## src/rtl/mem_stage.sv

```systemverilog
// rtl/mem_stage.sv - EX/MEM pipeline register with data-memory access controller
module mem_stage #(
  parameter int XLEN    = 32,
  parameter int REGADDR = 5
) (
  input  logic               clk,
  input  logic               reset,
  input  logic               load,
  input  logic               EX_valid,
  input  logic [XLEN-1:0]    EX_pc,
  input  logic [XLEN-1:0]    EX_alu_out,
  input  logic [XLEN-1:0]    EX_rs2_out,
  input  logic [REGADDR-1:0] EX_rd,
  input  logic [2:0]         EX_funct3,
  input  logic               EX_mem_read,
  input  logic               EX_mem_write,
  input  logic               EX_regwrite,
  input  logic [XLEN-1:0]    dmem_rdata,
  input  logic               dmem_resp,
  output logic               dmem_read,
  output logic               dmem_write,
  output logic [XLEN-1:0]    dmem_address,
  output logic [XLEN-1:0]    dmem_wdata,
  output logic [3:0]         dmem_byte_enable,
  output logic               MEM_valid,
  output logic [XLEN-1:0]    MEM_pc,
  output logic [XLEN-1:0]    MEM_alu_out,
  output logic [REGADDR-1:0] MEM_rd,
  output logic               MEM_regwrite,
  output logic [XLEN-1:0]    MEM_load_data,
  output logic               MEM_misaligned,
  output logic               MEM_stall
);

  typedef enum logic [1:0] {IDLE, ACCESS, DONE} state_t;

  state_t            state;
  logic [XLEN-1:0]   mem_rs2;
  logic [2:0]        mem_funct3;
  logic              mem_read_q;
  logic              mem_write_q;

  logic              capture;
  logic              ex_access;
  logic              ex_misaligned;
  logic [1:0]        lane;
  logic [XLEN-1:0]   byte_src;
  logic [XLEN-1:0]   half_src;
  logic [XLEN-1:0]   load_ext;

  assign capture   = load && (state != ACCESS);
  assign ex_access = EX_valid && (EX_mem_read || EX_mem_write);
  assign lane      = MEM_alu_out[1:0];

  // Byte accesses never trap; word check only applies to funct3 010.
  always_comb begin
    ex_misaligned = 1'b0;
    case (EX_funct3)
      3'b001, 3'b101: ex_misaligned = EX_alu_out[0];
      3'b010:         ex_misaligned = |EX_alu_out[1:0];
      default:        ex_misaligned = 1'b0;
    endcase
  end

  assign MEM_stall    = (state == ACCESS);
  assign dmem_read    = (state == ACCESS) && mem_read_q;
  assign dmem_write   = (state == ACCESS) && mem_write_q;
  assign dmem_address = {MEM_alu_out[XLEN-1:2], 2'b00};

  always_comb begin
    dmem_byte_enable = 4'b0000;
    dmem_wdata       = mem_rs2;
    case (mem_funct3[1:0])
      2'b00: begin
        dmem_wdata = {4{mem_rs2[7:0]}};
        if (dmem_write) dmem_byte_enable = 4'b0001 << lane;
      end
      2'b01: begin
        dmem_wdata = {2{mem_rs2[15:0]}};
        if (dmem_write) dmem_byte_enable = lane[1] ? 4'b1100 : 4'b0011;
      end
      default: begin
        dmem_wdata = mem_rs2;
        if (dmem_write) dmem_byte_enable = 4'b1111;
      end
    endcase
  end

  assign byte_src = dmem_rdata >> {lane, 3'b000};
  assign half_src = dmem_rdata >> {lane[1], 4'b0000};

  always_comb begin
    load_ext = '0;
    if (mem_read_q) begin
      case (mem_funct3)
        3'b000:  load_ext = {{(XLEN-8){byte_src[7]}}, byte_src[7:0]};
        3'b100:  load_ext = {{(XLEN-8){1'b0}}, byte_src[7:0]};
        3'b001:  load_ext = {{(XLEN-16){half_src[15]}}, half_src[15:0]};
        3'b101:  load_ext = {{(XLEN-16){1'b0}}, half_src[15:0]};
        default: load_ext = dmem_rdata;
      endcase
    end
  end

  always_ff @(posedge clk or posedge reset) begin
    if (reset) begin
      state          <= IDLE;
      MEM_valid      <= 1'b0;
      MEM_pc         <= '0;
      MEM_alu_out    <= '0;
      MEM_rd         <= '0;
      MEM_regwrite   <= 1'b0;
      MEM_load_data  <= '0;
      MEM_misaligned <= 1'b0;
      mem_rs2        <= '0;
      mem_funct3     <= 3'b000;
      mem_read_q     <= 1'b0;
      mem_write_q    <= 1'b0;
    end else if (capture) begin
      MEM_valid      <= EX_valid;
      MEM_pc         <= EX_pc;
      MEM_alu_out    <= EX_alu_out;
      MEM_rd         <= EX_rd;
      MEM_regwrite   <= EX_valid && EX_regwrite && !(ex_access && ex_misaligned);
      MEM_misaligned <= ex_access && ex_misaligned;
      MEM_load_data  <= '0;
      mem_rs2        <= EX_rs2_out;
      mem_funct3     <= EX_funct3;
      mem_read_q     <= EX_mem_read;
      mem_write_q    <= EX_mem_write;
      state          <= (ex_access && !ex_misaligned) ? ACCESS : IDLE;
    end else if (state == ACCESS && dmem_resp) begin
      MEM_load_data  <= load_ext;
      state          <= DONE;
    end
  end

endmodule

```

## config.mk

```make
export PLATFORM = sky130hd
export DESIGN_NAME = mem_stage
export DESIGN_NICKNAME = d
export VERILOG_FILES = /design/src/rtl/mem_stage.sv
export SDC_FILE = /design/constraint.sdc
export NUM_CORES = 1
export LEC_CHECK = 0
export ABC_CLOCK_PERIOD_IN_PS = 12300
export CELL_PAD_IN_SITES_DETAIL_PLACEMENT = 0
export CELL_PAD_IN_SITES_GLOBAL_PLACEMENT = 1
export CORE_ASPECT_RATIO = 1.5
export CORE_MARGIN = 2
export CORE_UTILIZATION = 33
export CTS_BUF_LIST = sky130_fd_sc_hd__clkbuf_4
export CTS_CLUSTER_SIZE = 8
export DETAILED_ROUTE_END_ITERATION = 8
export PLACE_DENSITY_LB_ADDON = 0.1
export REMOVE_ABC_BUFFERS = 1
export SETUP_SLACK_MARGIN = 0.05
export SLEW_MARGIN = 20
export SYNTH_ARGS = -nofsm -noshare
export SYNTH_HDL_FRONTEND = slang
export SYNTH_SLANG_ARGS = --single-unit
```

## constraint.sdc

```tcl
create_clock -name clk -period 12.3 [get_ports clk]
set_clock_uncertainty 0.15 [all_clocks]
set_input_delay 1.845 -clock clk [delete_from_list [all_inputs] [get_ports clk]]
set_output_delay 1.845 -clock clk [all_outputs]
set_load 0.02 [all_outputs]
```

==> impl.org, run 1 <==
#+TITLE: Implementation results

** Synthesis
- For this run, the register share of the synthesized area comes to 0.540.
- Count of library flops with an enable pin :: 0
- For this run the top cell type by instance count after synthesis was sky130_fd_sc_hd__nand2_1.
- Ys async rst share :: 1.00
- For reference, the top cells by area after synthesis are sky130_fd_sc_hd__dfrtp_1 (54%), sky130_fd_sc_hd__nand2_1 (19%), sky130_fd_sc_hd__buf_4 (4.8%).
- Post-synthesis area per instance :: 9.10 sq um
- Per the synthesis report, the number of distinct cell types is 40.
- Of the total synthesized cell area, the portion taken by XOR and XNOR cells is 0.
- The warning tally printed by Yosys for this design is 0.
- Number of instances in the synthesized netlist :: 728

** Clock network
- Once the clock tree was built, the resizer swapped 0 gates to a different size.
- CTS tree :: yes
- Source-to-sink clock delay at the later pin of the worst-skew pair :: 550 ps
- Cts hold-fix bufs :: 0
- Num CTS Buffers :: 17
- Clock input transition at the sequential cells of the worst setup and hold paths :: 130 ps
- Root Driver :: sky130_fd_sc_hd__clkbuf_4
- Looking at the clock tree report, the maximum root-to-sink buffer count equals 2.

** Placed design
- Detailed placement ended at an HPWL of 15,200 um.
- Routability Congestion :: 0.776
- Post-DP Area :: 9670 sq um
- Post-place setup slack :: 8000 ps

** Critical path
- Per STA, the highest per-stage delay on the worst path measures 810 ps.
- Capture point of the worst path :: dmem_byte_enable[0]
- Max fanout on the critical path was recorded as 14.
- Ordered cell list for the critical path :: inv_1, a21oi_1, nor2_1, clkdlybuf4s50_1
- The worst setup path is of the reg2out kind.
- The worst setup path is launched from a register.
- Data required time of the worst path :: 10,300 ps
- Number of logic stages on the critical path including buffering :: 4

** STA
- The final timing report lists a hold violation count of 0.
- RSZ-0062 raised after global routing :: no
- Dividing the final minimum period by the clock period gives 0.394.
- Worst Tran Pin Value :: 955 ps
- Max-slew headroom :: 0.363

** Global routing
- For this run, the total global-route usage over all layers was measured as 0.198.
- Vias in the first global route :: 5,978
- Routing resource usage on met3 recorded by global route was 0.0742.
- For this run, global-route usage on met2 was measured as 0.341.
- Summed over all layers, the global routing overflow is 0.
- Met1 routing resource usage after global routing :: 0.227

** Drt
- After the first detailed-routing iteration, the DRC count stood at 293.
- Detailed routing placed a total of 10,700 um of wire on met2.
- In the routed layout, each cell is associated on average with a via count of 4.69.
- Wire length the detailed router placed on met1 :: 8180 um
- Met3 routed wirelength :: 1830 um

** Status
- Status :: completed

** Final layout
- Final non-filler cell total :: 1,262
- The layout summary lists the proportion of cells stronger than drive strength 1 as 0.0649.
- Logic cell area :: 2530 sq um
- In the final layout, flip-flops and latches occupy 3580 sq um.
- The final layout contains a sequential cell count of 143.
- According to the finish report, the design has a final net count of 1,132.
- Final Cell Area :: 9940 sq um
- Most common cell after layout, fill and taps aside :: sky130_fd_sc_hd__nand2_1
- Post-synthesis to final-layout area growth :: 49.9%
- Top cells excl fill/tap :: sky130_fd_sc_hd__nand2_1 (337), sky130_fd_sc_hd__clkdlybuf4s50_1 (316), sky130_fd_sc_hd__dfrtp_1 (142), sky130_fd_sc_hd__o21ai_0 (27), sky130_fd_sc_hd__clkbuf_4 (17)

** Floorplanning
- The design received a total of 260 well taps at floorplan.
- The floorplan step records an initial core utilization of 0.336.
- Overall die area :: 21,300 sq um
- Placement Rows :: 63

** Power
- The share of total power dissipated in the clock network is 0.181.
- For the clock group, total power comes out at 0.000291 W.
- Seq pwr :: 0.000629 W
- The share of total power dissipated in sequential elements is 0.391.
- Of the total power, combinational logic draws 0.428.
- The power report puts the leakage power at 4.57 nW.
- Power Internal :: 0.000983 W

** Min path
- Worst Hold Endpoint :: MEM_pc[12]
- Checking hold timing, the worst path is listed with class reg2reg.
**Run 1: wires at chosen ports, followed through buffers**

Drawn at 1.5 px/um.
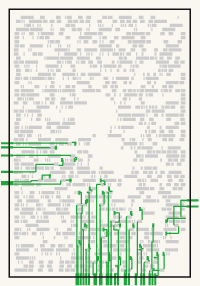
| port | color | bits | direction | end cells | buffers | wire |
|---|---|---|---|---|---|---|
| EX_rs2_out | green | 32 | input | 32 | 32 | 1,120 um |
number of buffer cells added on primary ports: 316
top-level port count: 319

**Run 1: ports around the boundary**

Drawn at 3 px/um. Pins as bars across the die edge, other pins in gray.
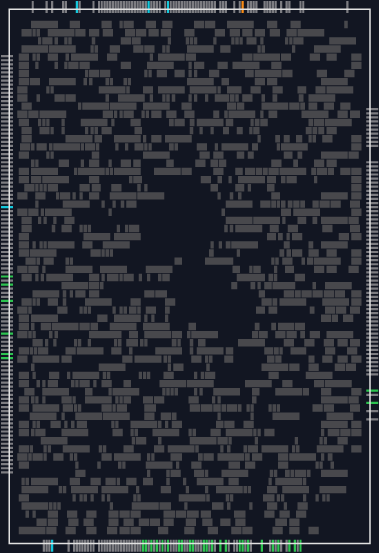
| port | color | pins | direction | edge |
|---|---|---|---|---|
| EX_rs2_out | green | 32 | input | 24 bottom, 6 left, 2 right |
| MEM_rd | cyan | 5 | output | 3 top, 1 left, 1 bottom |
| dmem_resp | orange | 1 | input | top |
all pins by edge: 103 left, 77 bottom, 71 top, 68 right
floorplan die width: 120 um
floorplan die height: 178 um

**Run 1: metal layers overlaid**

Drawn at 1.5 px/um. Two of the layers only.
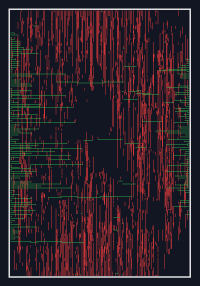
| layer | color | wire length |
|---|---|---|
| M2 | red | 10,700 um |
| M3 | green | 1,830 um |
number of vias after detailed routing: 5,919
Detailed Route WL: 21,200 um

**Run 1: signal wires on met2**

Drawn at 3 px/um.
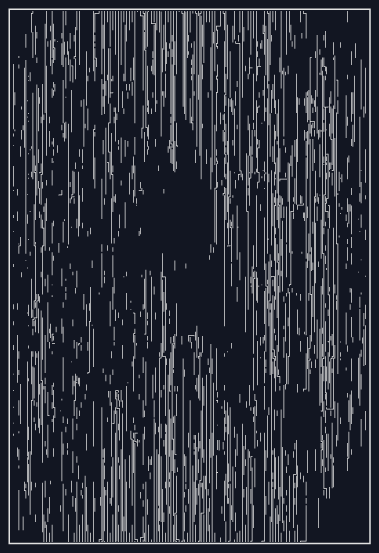

==> run 1 -> run 2 <==
--- a/config.mk
+++ b/config.mk
@@ -5,12 +5,12 @@
 export SDC_FILE = /design/constraint.sdc
 export NUM_CORES = 1
 export LEC_CHECK = 0
-export ABC_CLOCK_PERIOD_IN_PS = 12300
+export ABC_CLOCK_PERIOD_IN_PS = 4250
 export CELL_PAD_IN_SITES_DETAIL_PLACEMENT = 0
 export CELL_PAD_IN_SITES_GLOBAL_PLACEMENT = 1
 export CORE_ASPECT_RATIO = 1.5
 export CORE_MARGIN = 2
-export CORE_UTILIZATION = 33
+export CORE_UTILIZATION = 27
 export CTS_BUF_LIST = sky130_fd_sc_hd__clkbuf_4
 export CTS_CLUSTER_SIZE = 8
 export DETAILED_ROUTE_END_ITERATION = 8
==> constraint.sdc (replaced) <==
create_clock -name clk -period 4.25 [get_ports clk]
set_clock_uncertainty 0.15 [all_clocks]
set_input_delay 0.6375 -clock clk [delete_from_list [all_inputs] [get_ports clk]]
set_output_delay 0.6375 -clock clk [all_outputs]
set_load 0.02 [all_outputs]
**Run 2: signal wires on met2**

Drawn at 2 px/um.
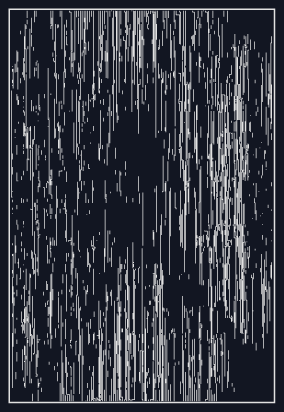
longest straight run: 75.6 um
main direction: vertical
wire length on this layer: 11,600 um
nets with wire on the layer: 932
share of all routed wire: 50%
number of vias after detailed routing: 5,885
Detailed Route WL: 23,200 um
met2 track demand over resource in global routing: 0.307

**Run 2: metal layers overlaid**

Drawn at 1.5 px/um. Two of the layers only.
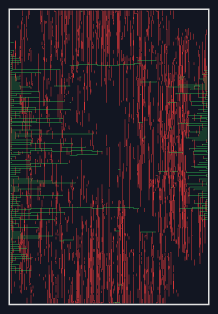
| layer | color | wire length |
|---|---|---|
| M3 | green | 2,040 um |
| M2 | red | 11,600 um |
WL per Instance: 17.4 um
global routing usage summed across all routing layers: 0.179

==> run 2 against run 1 <==
  * Non-clock buffer count rose by 4
  * Routed wire length rose by 9.3%
  * Area after synthesis unchanged
  * Sequential power increased to 2.9 times the previous value
==> impl.org, run 2 <==
#+TITLE: Implementation results

** Status
- Status: completed (unchanged).

** Critical path
- Number of cells on the worst reg-to-reg path :: 5 (unchanged)
- The cell count along the critical path came to 3 (was 4).
- The critical path buffer and inverter count is 1 (was 2).
- Category of the worst setup path launch point :: register (unchanged)
- The register-to-register setup slack is 1720 ps (was 9430 ps).
- Ordered cell list for the critical path :: nor2_2, mux2_2, clkdlybuf4s50_1 (was inv_1, a21oi_1, nor2_1, clkdlybuf4s50_1)
- The last element of the critical path is dmem_wdata[15] (was dmem_byte_enable[0]).
- The peak per-stage delay on the critical path came to 640 ps (was 810 ps).
- The worst-path maximum fanout was 16 (was 14).
- The kind of critical path was reg2out (unchanged).
- Crit path arrival time :: 2730 ps (was 2850 ps)
- The required time of the critical path came to 3460 ps (was 10,300 ps).

** Final layout
- Flip-flops :: 143 (unchanged)
- Clock buf count :: 18 (was 17)
- Most common cell after layout, fill and taps aside :: sky130_fd_sc_hd__nand2_1 (unchanged)
- The proportion of cell area occupied by multi-input gates was 0.249 (was 0.255).
- The area overhead of the layout relative to synthesis is 52.9% (was 49.9%).
- The dominant kind of cell by area is sequential cells (unchanged).
- Final Cell Area :: 10,100 sq um (was 9940 sq um)
- # fillers :: 2,479 (was 1,951)
- Fraction of final layout cells with drive strength greater than 1 :: 0.0657 (was 0.0649)
- The number of standard cells in the layout, taps in and fillers out came to 1,329 (was 1,262).
- Nets :: 1,136 (was 1,132)
- Top cells excl fill/tap :: sky130_fd_sc_hd__nand2_1 (337), sky130_fd_sc_hd__clkdlybuf4s50_1 (316), sky130_fd_sc_hd__dfrtp_1 (142), sky130_fd_sc_hd__o21ai_0 (27), sky130_fd_sc_hd__clkbuf_4 (18) (was sky130_fd_sc_hd__nand2_1 (337), sky130_fd_sc_hd__clkdlybuf4s50_1 (316), sky130_fd_sc_hd__dfrtp_1 (142), sky130_fd_sc_hd__o21ai_0 (27), sky130_fd_sc_hd__clkbuf_4 (17))
- The sequential cell area in the final layout came to 3580 sq um (unchanged).
- The number of diodes was 1 (unchanged).
- The area used by multi-input combinational logic is 2530 sq um (about the same).

** Synthesis
- The most frequently used cell type in the post-synthesis netlist is sky130_fd_sc_hd__nand2_1 (unchanged).
- Top cells by area, synth: sky130_fd_sc_hd__dfrtp_1 (54%), sky130_fd_sc_hd__nand2_1 (19%), sky130_fd_sc_hd__buf_4 (4.8%) (unchanged).
- The synthesized-area fraction occupied by xor and xnor cells is 0 (unchanged).
- Yosys warning total :: 0 (unchanged)
- Ys async rst share :: 1.00 (unchanged)
- Commonest cells in the netlist: sky130_fd_sc_hd__nand2_1 (337), sky130_fd_sc_hd__dfrtp_1 (143), sky130_fd_sc_hd__buf_4 (42), sky130_fd_sc_hd__buf_2 (30), sky130_fd_sc_hd__o21ai_0 (27) (unchanged).
- Number of instances in the synthesized netlist :: 728 (unchanged)
- The mean instance size in the synthesized netlist was 9.10 sq um (unchanged).
- Count of library flops with an enable pin :: 0 (unchanged)
- Share of the synthesized area in the top cell type :: 0.540 (unchanged)
- Fraction of the yosys area taken by sequential cells :: 0.540 (unchanged)
- The tally of unique sky130hd cells used after synthesis came to 40 (unchanged).

** Floorplanning
- Placement Rows :: 70 (was 63)
- Floorplan utilization :: 0.273 (was 0.336)
- The number of top-level pins is 319 (unchanged).
- Floorplan die height :: 196 um (was 178 um)
- Number of well taps :: 324 (was 260)
- The full die area was 25,800 sq um (was 21,300 sq um).
- Floorplan die width :: 132 um (was 120 um)

** Global routing
- The via count of the first global-routing pass was 6,020 (was 5,978).
- Grt total ovfl :: 0 (unchanged)
- The met3 layer usage reported by global route was 0.0729 (was 0.0742).
- The met1 global-route usage came to 0.204 (was 0.227).

** Placed design
- Routability Congestion :: 0.747 (was 0.776)
- The instance area at placement was 9800 sq um (was 9670 sq um).
- The post-placement setup slack is 1310 ps (was 8000 ps).
- The HPWL after detailed placement was 16,700 um (was 15,200 um).
- The quantity of I/O buffers inserted on ports is 316 (unchanged).

** STA
- Timing would allow up to 285 MHz.
- RSZ-0062 raised after global routing: no (unchanged).
- The final hold violation count is 0 (unchanged).
- Worst slack on hold paths :: 332 ps (was 331 ps)
- The slew at the pin closest to its max-slew limit came to 903 ps (was 955 ps).
- The setup-violating endpoint count in the final report came to 0 (unchanged).
- Max-slew headroom :: 0.398 (was 0.363)
- Post-route fraction of the period consumed by the critical path :: 0.827

** Drt
- Routed length on met2 :: 11,600 um (was 10,700 um)
- The number of DRC violations after detailed-routing iteration 0 was 260 (was 293).
- The vias per cell is 4.43 (was 4.69).
- The highest metal layer used by the detailed router is met4 (unchanged).
- The total met3 wirelength after detailed routing was 2040 um (was 1830 um).
- The sum of routed wire segments on met1 came to 9090 um (was 8180 um).

** Clock network
- The total clock buffers created by CTS is 17 (unchanged).
- Longest Clk Path Bufs :: 2 (unchanged)
- CTS tree :: yes (unchanged)
- The buffer cell driving the clock tree root is sky130_fd_sc_hd__clkbuf_4 (unchanged).
- The latest clock arrival within the worst-skew pair came to 550 ps (about the same).
- The number of gates given a new drive strength after cts came to 0 (unchanged).
- Cts hold-fix bufs :: 0 (unchanged)
- Clock input transition at the sequential cells of the worst setup and hold paths :: 120 ps (was 130 ps)

** Power
- The net switching share of the total power is 0.371 (was 0.390).
- The leakage power is 4.64 nW (was 4.57 nW).
- The internal power component came to 0.00308 W (was 0.000983 W).
- Comb pwr share :: 0.417 (was 0.428)
- Sequential share of power :: 0.370 (was 0.391)
- The power in sequential cells is 0.00181 W (was 0.000629 W).
- Portion of total power attributed to the clock network :: 0.213 (was 0.181)
- Clk pwr :: 0.00104 W (was 0.000291 W)

** Min path
- The class of the worst hold path is reg2reg (unchanged).
- The worst hold path endpoint was mem_rs2[19] (was MEM_pc[12]).
**Run 2: ports around the boundary**

Drawn at 2 px/um. Pins as bars across the die edge, other pins in gray.
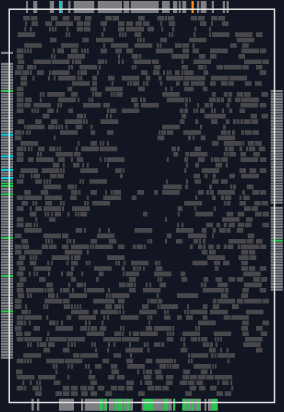

==> run 2 -> run 3 <==
--- a/config.mk
+++ b/config.mk
@@ -5,7 +5,7 @@
 export SDC_FILE = /design/constraint.sdc
 export NUM_CORES = 1
 export LEC_CHECK = 0
-export ABC_CLOCK_PERIOD_IN_PS = 4250
+export ABC_CLOCK_PERIOD_IN_PS = 3100
 export CELL_PAD_IN_SITES_DETAIL_PLACEMENT = 0
 export CELL_PAD_IN_SITES_GLOBAL_PLACEMENT = 1
 export CORE_ASPECT_RATIO = 1.5
==> constraint.sdc (replaced) <==
create_clock -name clk -period 3.1 [get_ports clk]
set_clock_uncertainty 0.15 [all_clocks]
set_input_delay 0.465 -clock clk [delete_from_list [all_inputs] [get_ports clk]]
set_output_delay 0.465 -clock clk [all_outputs]
set_load 0.02 [all_outputs]
**Run 3: ports around the boundary**

Drawn at 2 px/um. Pins as bars across the die edge, other pins in gray.
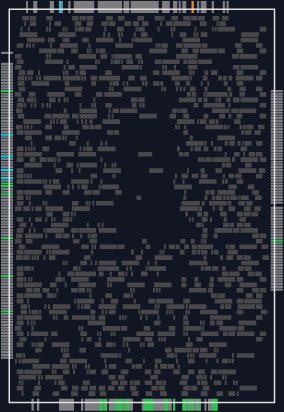
| port | color | pins | direction | edge |
|---|---|---|---|---|
| EX_rs2_out | green | 32 | input | 24 bottom, 7 left, 1 right |
| MEM_rd | cyan | 5 | output | 4 left, 1 top |
| dmem_resp | orange | 1 | input | top |
floorplan die height: 196 um
floorplan die width: 132 um

==> run 3 against run 2 <==
  * Final cell count rose by 0.83%
  * Hold slack got worse by 180 ps
  * Worst setup slack worse by 490 ps
  * Combinational power up about 40%
  * Sequential share of layout area down 0.53 points
  * Global-route usage is essentially flat
  * Synthesized cell count unchanged
  * Sequential power up 36%
  * Utilization rose by 0.65 points
  * Highest routed layer unchanged
  * Clock power is 55% higher
  * Critical path type unchanged
  * Critical endpoint is now dmem_wdata[22]
  * First-iteration DRC count up 9.6%
==> impl.org, run 3 <==
#+TITLE: Implementation results

** Drt
- Detailed Route WL :: 23,100 um (was 23,200 um)
- Wire length the detailed router placed on met1 :: 9010 um (was 9090 um)
- The total met3 wirelength after detailed routing came to 2010 um (was 2040 um).
- Routed length on met2 :: 11,600 um (about the same)
- The highest metal layer used by the detailed router was met4 (unchanged).

** STA
- RSZ-0062 raised after global routing :: no (unchanged)
- Peak clock frequency supported by timing :: 350 MHz
- Worst Tran Pin Value :: 859 ps (was 903 ps)

** Final layout
- The most frequent standard cell in the layout excluding fill and tap cells is sky130_fd_sc_hd__nand2_1 (unchanged).
- Antenna Cells :: 1 (unchanged)
- Clock buf count :: 17 (was 18)
- Max-area cell class :: sequential cells (unchanged)
- The number of flip-flops and latches came to 143 (unchanged).
- Logic cell area :: 2530 sq um (about the same)

** Clock network
- Cts hold-fix bufs :: 0 (unchanged)
- The clock slew at the register clock pins of the worst setup and hold paths came to 130 ps (was 120 ps).
- Cts repair resizes :: 1 (was 0)
- The total clock buffers created by CTS is 17 (unchanged).

** Synthesis
- Number of instances in the synthesized netlist :: 728 (unchanged)
- The mean instance size in the synthesized netlist came to 9.10 sq um (unchanged).
- Share of the synthesized area in the top cell type :: 0.540 (unchanged)
- The most frequently used cell type in the post-synthesis netlist is sky130_fd_sc_hd__nand2_1 (unchanged).
- Commonest cells in the netlist :: sky130_fd_sc_hd__nand2_1 (337), sky130_fd_sc_hd__dfrtp_1 (143), sky130_fd_sc_hd__buf_4 (42), sky130_fd_sc_hd__buf_2 (30), sky130_fd_sc_hd__o21ai_0 (27) (unchanged)

** Power
- Seq pwr :: 0.00247 W (was 0.00181 W)
- The power dissipated in the clock network is 0.00161 W (was 0.00104 W).
- Portion of total power attributed to the clock network :: 0.232 (was 0.213)

** Critical path
- Data required time of the worst path :: 2480 ps (was 3460 ps)
- Category of the worst setup path launch point :: register (unchanged)
- Crit path arrival time :: 2240 ps (was 2730 ps)
- The kind of critical path is reg2out (unchanged).

** Global routing
- The total routing usage reported by global routing is 0.178 (was 0.179).
- The met2 usage in global routing is 0.308 (was 0.307).
- The met3 layer usage reported by global route was 0.0680 (was 0.0729).
- Met1 routing resource usage after global routing :: 0.202 (was 0.204)

** Placed design
- Final HPWL from detailed placement :: 16,700 um (about the same)

** Min path
- Min-Delay Path Class :: in2async (was reg2reg)

** Status
- Status: completed (unchanged).
**Run 3: wires at chosen ports, followed through buffers**

Drawn at 1.5 px/um.
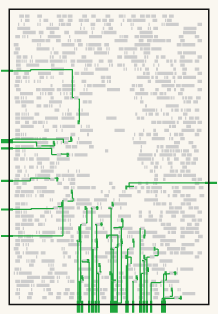
| port | color | bits | direction | end cells | buffers | wire |
|---|---|---|---|---|---|---|
| EX_rs2_out | green | 32 | input | 32 | 32 | 1,320 um |

Power figures rest on the tool's default switching activity, not on a simulated workload.
